File: src/rtl/sensor_debounce_pkg.sv
// Shared defaults and widths for the barrier-sensor conditioning block.
package sensor_debounce_pkg;

  localparam int unsigned TP_DEB_CYCLES  = 16;
  localparam int unsigned TP_SYNC_STAGES = 2;
  localparam int unsigned GLITCH_W       = 8;

endpackage

File: src/rtl/debounce_ch.sv
// One sensor channel: synchroniser, stability counter, debounced level and edge pulses.
// Optional per-channel aborted-transition counter under SENSOR_GLITCH_CNT_EN.
module debounce_ch
  import sensor_debounce_pkg::*;
#(
  parameter int unsigned DEB_CYCLES  = TP_DEB_CYCLES,
  parameter int unsigned SYNC_STAGES = TP_SYNC_STAGES
) (
  input  logic                clk,
  input  logic                reset,
  input  logic                raw,
  output logic                level,
  output logic                rise,
  output logic                fall
`ifdef SENSOR_GLITCH_CNT_EN
  ,
  output logic [GLITCH_W-1:0] glitch_cnt
`endif
);

  localparam int unsigned CNT_W = $clog2(DEB_CYCLES + 1);
  localparam logic [CNT_W-1:0] CNT_LAST = CNT_W'(DEB_CYCLES - 1);

  logic [SYNC_STAGES-1:0] sync;
  logic                   s;
  logic [CNT_W-1:0]       cnt, cnt_d;
  logic                   level_d, rise_d, fall_d;

  assign s = sync[SYNC_STAGES-1];

  // Next-state: a new level is accepted only after DEB_CYCLES consecutive differing samples.
  always_comb begin
    cnt_d   = '0;
    level_d = level;
    rise_d  = 1'b0;
    fall_d  = 1'b0;
    if (s != level) begin
      if (cnt == CNT_LAST) begin
        level_d = s;
        rise_d  = s;
        fall_d  = ~s;
      end else begin
        cnt_d = cnt + CNT_W'(1);
      end
    end
  end

  always_ff @(posedge clk or negedge reset) begin
    if (!reset) begin
      sync  <= '0;
      cnt   <= '0;
      level <= 1'b0;
      rise  <= 1'b0;
      fall  <= 1'b0;
    end else begin
      sync  <= {sync[SYNC_STAGES-2:0], raw};
      cnt   <= cnt_d;
      level <= level_d;
      rise  <= rise_d;
      fall  <= fall_d;
    end
  end

`ifdef SENSOR_GLITCH_CNT_EN
  logic glitch_ev;

  // A partial count abandoned because s fell back to the current level.
  assign glitch_ev = (s == level) && (cnt != '0);

  always_ff @(posedge clk or negedge reset) begin
    if (!reset) begin
      glitch_cnt <= '0;
    end else if (glitch_ev && (glitch_cnt != {GLITCH_W{1'b1}})) begin
      glitch_cnt <= glitch_cnt + GLITCH_W'(1);
    end
  end
`endif

endmodule

File: src/rtl/sensor_debounce.sv
// Synchronises and debounces the outer (b1) and inner (b2) barrier sensors.
// Define SENSOR_GLITCH_CNT_EN to expose per-channel saturating glitch counters.
module sensor_debounce
  import sensor_debounce_pkg::*;
#(
  parameter int unsigned DEB_CYCLES  = TP_DEB_CYCLES,
  parameter int unsigned SYNC_STAGES = TP_SYNC_STAGES
) (
  input  logic                clk,
  input  logic                reset,
  input  logic                b1_raw,
  input  logic                b2_raw,
  output logic                b1,
  output logic                b2,
  output logic                b1_rise,
  output logic                b1_fall,
  output logic                b2_rise,
  output logic                b2_fall
`ifdef SENSOR_GLITCH_CNT_EN
  ,
  output logic [GLITCH_W-1:0] glitch_cnt1,
  output logic [GLITCH_W-1:0] glitch_cnt2
`endif
);

  debounce_ch #(
    .DEB_CYCLES (DEB_CYCLES),
    .SYNC_STAGES(SYNC_STAGES)
  ) u_ch1 (
    .clk       (clk),
    .reset     (reset),
    .raw       (b1_raw),
    .level     (b1),
    .rise      (b1_rise),
    .fall      (b1_fall)
`ifdef SENSOR_GLITCH_CNT_EN
    ,
    .glitch_cnt(glitch_cnt1)
`endif
  );

  debounce_ch #(
    .DEB_CYCLES (DEB_CYCLES),
    .SYNC_STAGES(SYNC_STAGES)
  ) u_ch2 (
    .clk       (clk),
    .reset     (reset),
    .raw       (b2_raw),
    .level     (b2),
    .rise      (b2_rise),
    .fall      (b2_fall)
`ifdef SENSOR_GLITCH_CNT_EN
    ,
    .glitch_cnt(glitch_cnt2)
`endif
  );

endmodule

File: config.mk
export PLATFORM = sky130hd
export DESIGN_NAME = sensor_debounce
export DESIGN_NICKNAME = d
export VERILOG_FILES = /design/src/rtl/sensor_debounce_pkg.sv /design/src/rtl/debounce_ch.sv /design/src/rtl/sensor_debounce.sv
export SDC_FILE = /design/constraint.sdc
export NUM_CORES = 1
export LEC_CHECK = 0
export CORE_MARGIN = 5
export CORE_UTILIZATION = 30
export DETAILED_ROUTE_END_ITERATION = 8
export GPL_ROUTABILITY_DRIVEN = 0
export GPL_TIMING_DRIVEN = 0
export PLACE_DENSITY_LB_ADDON = 0.1
export SLEW_MARGIN = 40
export SYNTH_ARGS = -nofsm -noshare
export SYNTH_HDL_FRONTEND = slang
export SYNTH_SLANG_ARGS = --single-unit
File: constraint.sdc
create_clock -name clk -period 1.6 [get_ports clk]
set_input_delay 0.4 -clock clk [delete_from_list [all_inputs] [get_ports clk]]
set_output_delay 0.4 -clock clk [all_outputs]
set_load 0.01 [all_outputs]
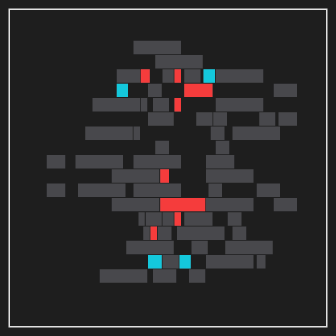
*Gate families picked out, run 1*
- AND and OR gates: cyan (cells 4; most used and2_1)
- NAND gates: red (cells 8; most used nand2_1)
most numerous logic cell after layout: dfrtp_1
fraction of standard cell area in multi-input logic: 0.273
Post-Layout Cell Count: 97

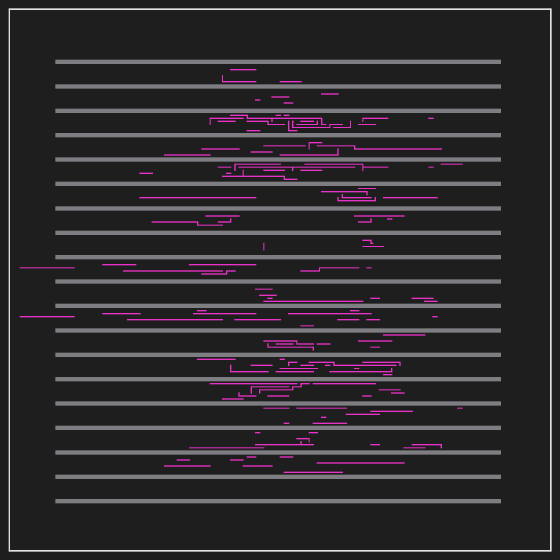
*The metal 1 layer, run 1*
Supply wires on this layer in grey.
- wire length on this layer: 502 µm
- main direction: horizontal

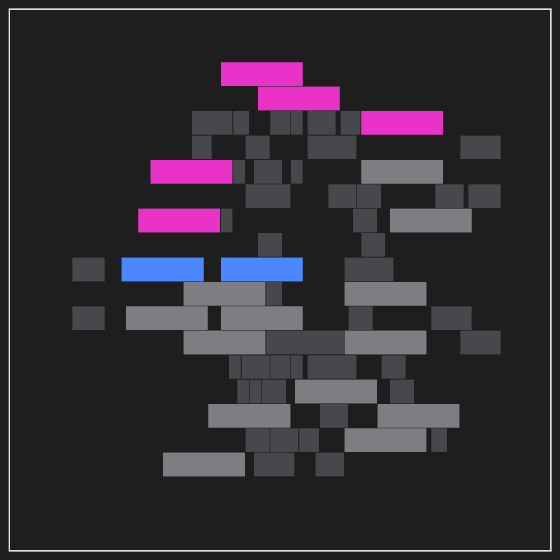
*Where the registers sit, run 1*
Other sequential cells in the stronger grey, the rest of the logic in the fainter grey.
- u_ch1.cnt: magenta (flops 5; where top middle)
- u_ch1.sync: blue (flops 2)

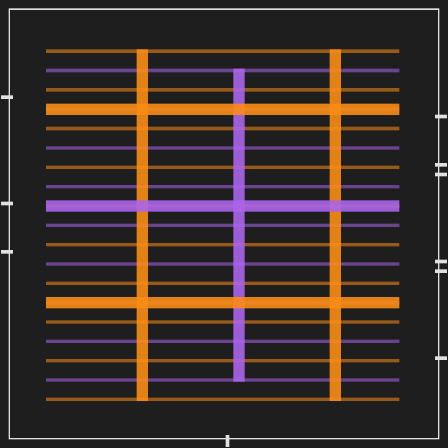
*Power grid, run 1*
Pins as bars on the die edge.
- VSS: orange
- VDD: purple
- met1 rails: 19
- signal pins: 10
- rows: 18
core area: 2430 µm²
Max VDD drop: 0.282 mV
Die W: 60.2 µm
die span in y: 60.2 µm

## run 1: cells in the final DEF (no fill, tap or decap), types with 3 or more instances in the layout
cell,count
nor3b_1,4
xor2_1,6
dlymetal6s2s_1,3
nand2_1,4
nor2_1,4
and2_1,3
clkbuf_4,3
clkdlybuf4s50_1,3
dfrtp_1,20
## run 1: stage by stage
step                worst slack, ns  hold WS (ns)  instances
global route                0.00214        0.0424         97
finish                       0.0463        0.0226         97
detailed placement            0.215         0.337         91
global placement             0.0468         0.336         91
floorplan                     0.431         0.104         52
CTS                          0.0212        0.0288         97
## run 1: area by class of cell
type	count	area, µm²
sequential	20	500
clock buffer	4	36.3
timing repair buffer	11	105
fill	247	1500
tap	30	37.5
multi-input combinational	32	255
## run 1: final timing paths
kind,start,to,cells after the start
setup / recovery,u_ch1.rise$_DFF_PN0_,b1_rise,1
hold / removal,reset,u_ch1.rise$_DFF_PN0_,1
setup reg to reg,u_ch2.cnt[0]$_DFF_PN0_,u_ch2.level$_DFFE_PN0P_,3
hold reg to reg,u_ch2.sync[0]$_DFF_PN0_,u_ch2.sync[1]$_DFF_PN0_,0
max in group asynchronous,reset,u_ch2.cnt[0]$_DFF_PN0_,1
min in group clk,u_ch2.sync[0]$_DFF_PN0_,u_ch2.sync[1]$_DFF_PN0_,0
## run 1: Yosys cell counts
| library cell | count | area (µm²) |
|---|---|---|
| nand3_1 | 2 | 10.0 |
| dfrtp_1 | 20 | 500 |
| a31oi_1 | 2 | 12.5 |
| nor2_1 | 4 | 15.0 |
| mux2_4 | 2 | 30.0 |
| and2_1 | 3 | 18.8 |
| nand4b_4 | 1 | 23.8 |
| ha_1 | 2 | 25.0 |
| xor2_1 | 6 | 52.6 |
| nor3b_1 | 4 | 30.0 |
| nand2_1 | 4 | 15.0 |
| and3_2 | 1 | 7.51 |
| nand4b_2 | 1 | 15.0 |
## run 1: kinds of logic after synthesis
| kind of cell | Yosys count | synth area share |
|---|---|---|
| AOI/OAI and AO/OA | 2 | 0.0166 |
| xor gates and xnor gates | 6 | 0.0695 |
| adders and majority gates | 2 | 0.0331 |
| DFF | 20 | 0.662 |
| muxes | 2 | 0.0397 |
| and+or+nand+nor | 20 | 0.179 |
## run 1: sequential cells by signal, indices dropped and copies added (netlist names)
name and flops:
u_ch1.cnt 5, u_ch1.fall 1, u_ch1.level 1, u_ch1.rise 1, u_ch1.sync 2, u_ch2.cnt 5
u_ch2.fall 1, u_ch2.level 1, u_ch2.rise 1, u_ch2.sync 2
## run 1: routing by layer
metal  vias up  global-route usage  wire [µm]
li1        208                   -          -
met1       211              0.0870        501
met2        11               0.116        515
met3         4              0.0346         85
met4         0              0.0570         30
met5         -                   0          0
## run 1: power by group through the flow
stage / clock (mW) / combinational [mW] / sequential (mW)
finish: 0.285 / 0.0410 / 0.538
global route: 0.322 / 0.0482 / 0.540
CTS: 0.299 / 0.0426 / 0.538
detailed placement: 0 / 0.0424 / 0.547
global placement: 0 / 0.0436 / 0.547
floorplan: 0 / 0.0224 / 0.544
## run 1: what timing repair did
item,CTS,global route
resized,2,3
endpoints found under the setup margin,2,3
pin swaps,0,0
buffers inserted,2,0
==> Slide: Implementation Results, run 1 <==
Run Summary

Critical path
  • R2R Setup Slk: around 0.35 ns
  • Critical path peak fanout: 1
  • Critical path type: register to output port
  • Buf/Inv on CP: 1
  • Crit-path max cell delay: around 0.52 ns
  • Arr. time, crit path: 1.15 ns
  • Req. time, crit path: roughly 1.2 ns
  • Nature of the critical path endpoint: output port
  • Type of origin of the critical path: register
  • Cell Chain, Critical Path: clkdlybuf4s50_1
  • CP delay by family, top: buffers and inverters

Cells and area
  • Ant. Diodes: 0
  • Layout cells sized above 1: 0.179
  • Design Area, Final: ~930 µm²
  • Final net count: ~74
  • Finished Core Util: 0.384
  • Layout area overhead: 23.7%

Route
  • Post-route ant nets: 0
  • 1st-pass router iterations: 2
  • Vias/cell: around 4.5
  • Routed wire length: 1130 µm
  • Starting DRT DRC Count: 6
  • DR vias: ~430
  • Post-route DRC: 0

Synthesis
  • Yosys chip area: ~760 µm²
  • Mean post-synth cell area: about 15 µm²
  • Ys cells: about 52
  • Post-Synthesis Net Count: around 58
  • Distinct lib cells used: 13
  • Cells after Synth: ~52
  • Tally of yosys warning messages: 0
  • Synth Seq Share: 0.662

Power
  • Combinational power share: 0.047
  • Total power: 0.864 mW
  • Clock power share: 0.330
  • Sequential power share: 0.622
  • Sw Share: 0.213

STA
  • Slew at the pin with the worst max-slew slack: 0.428 ns
  • Setup TNS: 0 ns
  • Final setup vio count: 0
  • Unrepaired setup endpoints after global routing: no
  • Max Slew Vio Count: 0
  • Hold Fails Final Rpt: 0
  • Minimum clock period after layout: approximately 1.6 ns
  • Cycle use final: 0.971
  • Clock Skews: around 0.0037 ns
  • Slew margin rel.: 0.714
  • Fmax: between 600 and 700 MHz

GRT
  • Initial antenna violation count: 0
  • Remaining Overflow, GRT: 0
  • First-pass GRT wire length: 2000 µm
  • Vias in the first global route: between 400 and 500
  • Global Route Usage Sum: 0.0778
  • Largest net degree at the start of global routing: 21

Clock tree
  • Hold Buf Count CTS: 0
  • CTS buffer count: 3
  • Htree depth: 1
  • Root buf cell: clkbuf_4
  • Worst skew pair latency: 0.30 ns
  • Clock Sinks: 20
  • Worst-path clk slew: about 0.11 ns

Floorplanning
  • Die area: 3620 µm²
  • # IOs: 10
  • # rows: 18
  • Initial Util: 0.311

Outcome
  • Status: complete, no violations

Min path
  • Worst Hold Class: primary input to asynchronous set/reset pin

Placement
  • PortBufs: 9

Flow run
  • Tool warnings: 26
  • Max-cap violation count: 0
==> run 2: changes to the inputs <==
--- a/config.mk
+++ b/config.mk
@@ -5,6 +5,7 @@
 export SDC_FILE = /design/constraint.sdc
 export NUM_CORES = 1
 export LEC_CHECK = 0
+export CORE_ASPECT_RATIO = 1.2
 export CORE_MARGIN = 5
 export CORE_UTILIZATION = 30
 export DETAILED_ROUTE_END_ITERATION = 8
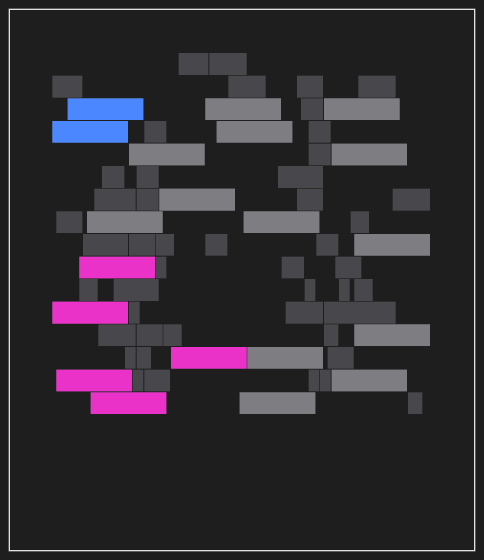
*Where the registers sit, run 2*
Other sequential cells in the stronger grey, the rest of the logic in the fainter grey.
- u_ch1.sync: blue (flops 2)
- u_ch1.cnt: magenta (flops 5)
- not coloured: 13

==> run 2 against run 1 <==
Net effect: die area rose by 0.11%; highest routed layer unchanged; clock-buffer cell count did not move; worst hold slack improved by 0.0023 ns; final cell count is 3.1% higher; largest cell class unchanged; via count down 0.69%; critical path type unchanged; power hardly changed.
==> Slide: Implementation Results, run 2 <==
Run Summary

Cells and area
  • Filler cells: 230 (was 247)
  • Ant. Diodes: 0 (unchanged)
  • Most numerous logic cell after layout: dfrtp_1 (unchanged)
  • Post-Layout Cell Count: 100 (was 97)
  • Layout area overhead: 24.5% (was 23.7%)
  • Final net count: 74 (unchanged)
  • Most numerous logic cells after layout: dfrtp_1 (20), xor2_1 (6) (was dfrtp_1 (20), xor2_1 (6), nand2_1 (4), nor2_1 (4), nor3b_1 (4))
  • Layout cells sized above 1: 0.179 (unchanged)
  • Regs by FF count: u_ch1.cnt: 5 flops, u_ch2.cnt: 5 flops (unchanged)

Placement
  • Pre-CTS setup slack: 0.246 ns (was 0.215 ns)
  • Inst Count DP: 94 (was 91)
  • PortBufs: 9 (unchanged)

Clock tree
  • Clock Sinks: 20 (unchanged)
  • Hold Buf Count CTS: 0 (unchanged)
  • Worst skew pair latency: 0.30 ns (about the same)
  • Htree depth: 1 (unchanged)
  • Root buf cell: clkbuf_4 (unchanged)

Outcome
  • Status: complete, no violations (unchanged)

Critical path
  • Buf/Inv on CP: 1 (unchanged)
  • Worst R2R Start: u_ch2.cnt[0]$_DFF_PN0_ (unchanged)
  • Cell Chain, Critical Path: dlygate4sd2_1 (was clkdlybuf4s50_1)
  • Type of origin of the critical path: register (unchanged)
  • WP depth: 1 (unchanged)
  • Req. time, crit path: 1.20 ns (about the same)
  • Arr. time, crit path: 0.98 ns (was 1.15 ns)
  • R2R Setup Slk: 0.37 ns (was 0.35 ns)
  • Capture point of the worst reg-to-reg path: u_ch2.level$_DFFE_PN0P_ (unchanged)
  • Critical path type: register to output port (unchanged)
  • Nature of the critical path endpoint: output port (unchanged)
  • CP delay by family, top: flip-flops (was buffers and inverters)
  • Crit-path max cell delay: 0.40 ns (was 0.52 ns)
  • Critical path peak fanout: 2 (was 1)
  • Crit path to: b2 (was b1_rise)
  • Crit. Startpoint: u_ch2.level$_DFFE_PN0P_ (was u_ch1.rise$_DFF_PN0_)
  • Register-to-Register Path Depth: 3 (unchanged)

GRT
  • First-pass GRT wire length: 1990 µm (was 2000 µm)
  • Largest net degree at the start of global routing: 21 (unchanged)
  • Vias in the first global route: 456 (was 462)
  • Global Route Usage Sum: 0.0745 (was 0.0778)
  • Initial antenna violation count: 0 (unchanged)

Synthesis
  • Cells after Synth: 52 (unchanged)
  • Top cells by area, synth: dfrtp_1 (66%), xor2_1 (7.0%), mux2_4 (4.0%), nor3b_1 (4.0%), ha_1 (3.3%) (unchanged)
  • EDFF count, synth: 0 (unchanged)
  • Top logic family: simple AND/OR/NAND/NOR gates (unchanged)
  • Post-Synthesis Net Count: 58 (unchanged)
  • Ys cells: 52 (unchanged)
  • Post-synth top area cell: dfrtp_1 (unchanged)
  • Area fraction in mux cells: 0.0397 (unchanged)
  • Main flop type: dfrtp_1 (unchanged)
  • Simple-gate share of the synthesized area: 0.179 (unchanged)
  • Adder-cell share of the synthesized area: 0.0331 (unchanged)
  • Synth Seq Share: 0.662 (unchanged)
  • Mapped cell area: 756 µm² (unchanged)
  • Top cells by count: dfrtp_1 (20), xor2_1 (6), nand2_1 (4), nor2_1 (4), nor3b_1 (4) (unchanged)
  • Asr flop ratio synth: 1.00 (unchanged)
  • Xor/xnor share: 0.0695 (unchanged)
  • Tally of yosys warning messages: 0 (unchanged)
  • Distinct lib cells used: 13 (unchanged)
  • Mean post-synth cell area: 14.5 µm² (unchanged)
  • Aoi share: 0.0166 (unchanged)

Floorplanning
  • Die span in y: 65.0 µm (was 60.2 µm)
  • Die area: 3630 µm² (was 3620 µm²)
  • # IOs: 10 (unchanged)
  • Die W: 55.8 µm (was 60.2 µm)
  • Core area: 2480 µm² (was 2430 µm²)
  • # rows: 20 (was 18)
  • Initial Util: 0.305 (was 0.311)

Power
  • Max VDD drop: 0.470 mV (was 0.282 mV)
  • Sequential power share: 0.622 (about the same)
  • Clock power share: 0.330 (about the same)
  • Sw Share: 0.213 (about the same)
  • Combinational power share: 0.048 (was 0.047)

Route
  • DR vias: 431 (was 434)
  • 1st-pass router iterations: 3 (was 2)
  • Vias/cell: 4.31 (was 4.47)
  • Post-route DRC: 0 (unchanged)
  • Starting DRT DRC Count: 8 (was 6)

STA
  • Clock Skews: 0.0125 ns (was 0.00367 ns)
  • Unrepaired setup endpoints after global routing: no (unchanged)
  • Cycle use final: 0.864 (was 0.971)
  • Setup TNS: 0 ns (unchanged)
  • Max Slew Vio Count: 0 (unchanged)
  • Slew at the pin with the worst max-slew slack: 0.448 ns (was 0.428 ns)
  • Final setup vio count: 0 (unchanged)
  • Fmax: 723 MHz (was 644 MHz)
  • Hold_ws: 0.0249 ns (was 0.0226 ns)
  • Hold Fails Final Rpt: 0 (unchanged)
  • Minimum clock period after layout: 1.38 ns (was 1.55 ns)
  • Slew margin rel.: 0.701 (was 0.714)

Flow run
  • Max-cap violation count: 0 (unchanged)
[run 2: kinds of logic after synthesis]
| kind of cell | Yosys count |
|---|---|
| XOR/XNOR | 6 |
| adder cells (fa/ha/maj) | 2 |
| AND-OR/OR-AND | 2 |
| flip-flops | 20 |
| AND/OR/NAND/NOR | 20 |
| multiplexers | 2 |
[run 2: final cells by class]
cell class / instances / area (µm²) / area share
clock buffer: 4 / 36.3 / 0.0386
multi-input combinational: 32 / 255 / 0.271
sequential: 20 / 500 / 0.532
tap: 33 / 41.3 / 0.0439
timing repair buffer: 11 / 108 / 0.114
[run 2: worst min path at each step]
stage                                       start                      end  slack, ns  cells past startpoint
final                                       reset   u_ch2.cnt[3]$_DFF_PN0_       0.02                      1
after global routing                        reset   u_ch2.cnt[3]$_DFF_PN0_       0.04                      1
after CTS                                   reset   u_ch2.cnt[3]$_DFF_PN0_       0.03                      1
after detailed placement  u_ch1.sync[0]$_DFF_PN0_  u_ch1.sync[1]$_DFF_PN0_       0.34                      0
after global placement    u_ch2.sync[0]$_DFF_PN0_  u_ch2.sync[1]$_DFF_PN0_       0.33                      0
after floorplan                             reset   u_ch1.cnt[0]$_DFF_PN0_       0.10                      0
[run 2: per-layer routing]
metal,track usage,vias up,part of all wire
li1,-,207,-
met1,0.0726,215,0.41
met2,0.130,7,0.53
met3,0.0438,2,0.043
met4,0.0267,0,0.012
met5,0,-,0
[run 2: per-stage QoR]
step	power, mW	util	area [µm²]
floorplan	0.567	-	756
global placement	0.591	0.358	887
detailed placement	0.591	0.356	882
CTS	0.882	0.376	931
global route	0.915	0.380	941
finish	0.864	0.380	941
[run 2: power groups by stage]
stage	logic, mW	clock network [mW]	registers, mW
3_3_place_gp	0.0439	0	0.547
5_1_grt	0.0489	0.326	0.540
6_report	0.0418	0.285	0.537
3_5_place_dp	0.0437	0	0.547
2_1_floorplan	0.0224	0	0.544
4_1_cts	0.0439	0.301	0.537
[run 2: repair_timing]
action	in CTS	in global routing
gates resized	2	4
buffers inserted	2	0
setup endpoints to repair	2	4
Power is estimated from default activity; no workload was simulated.
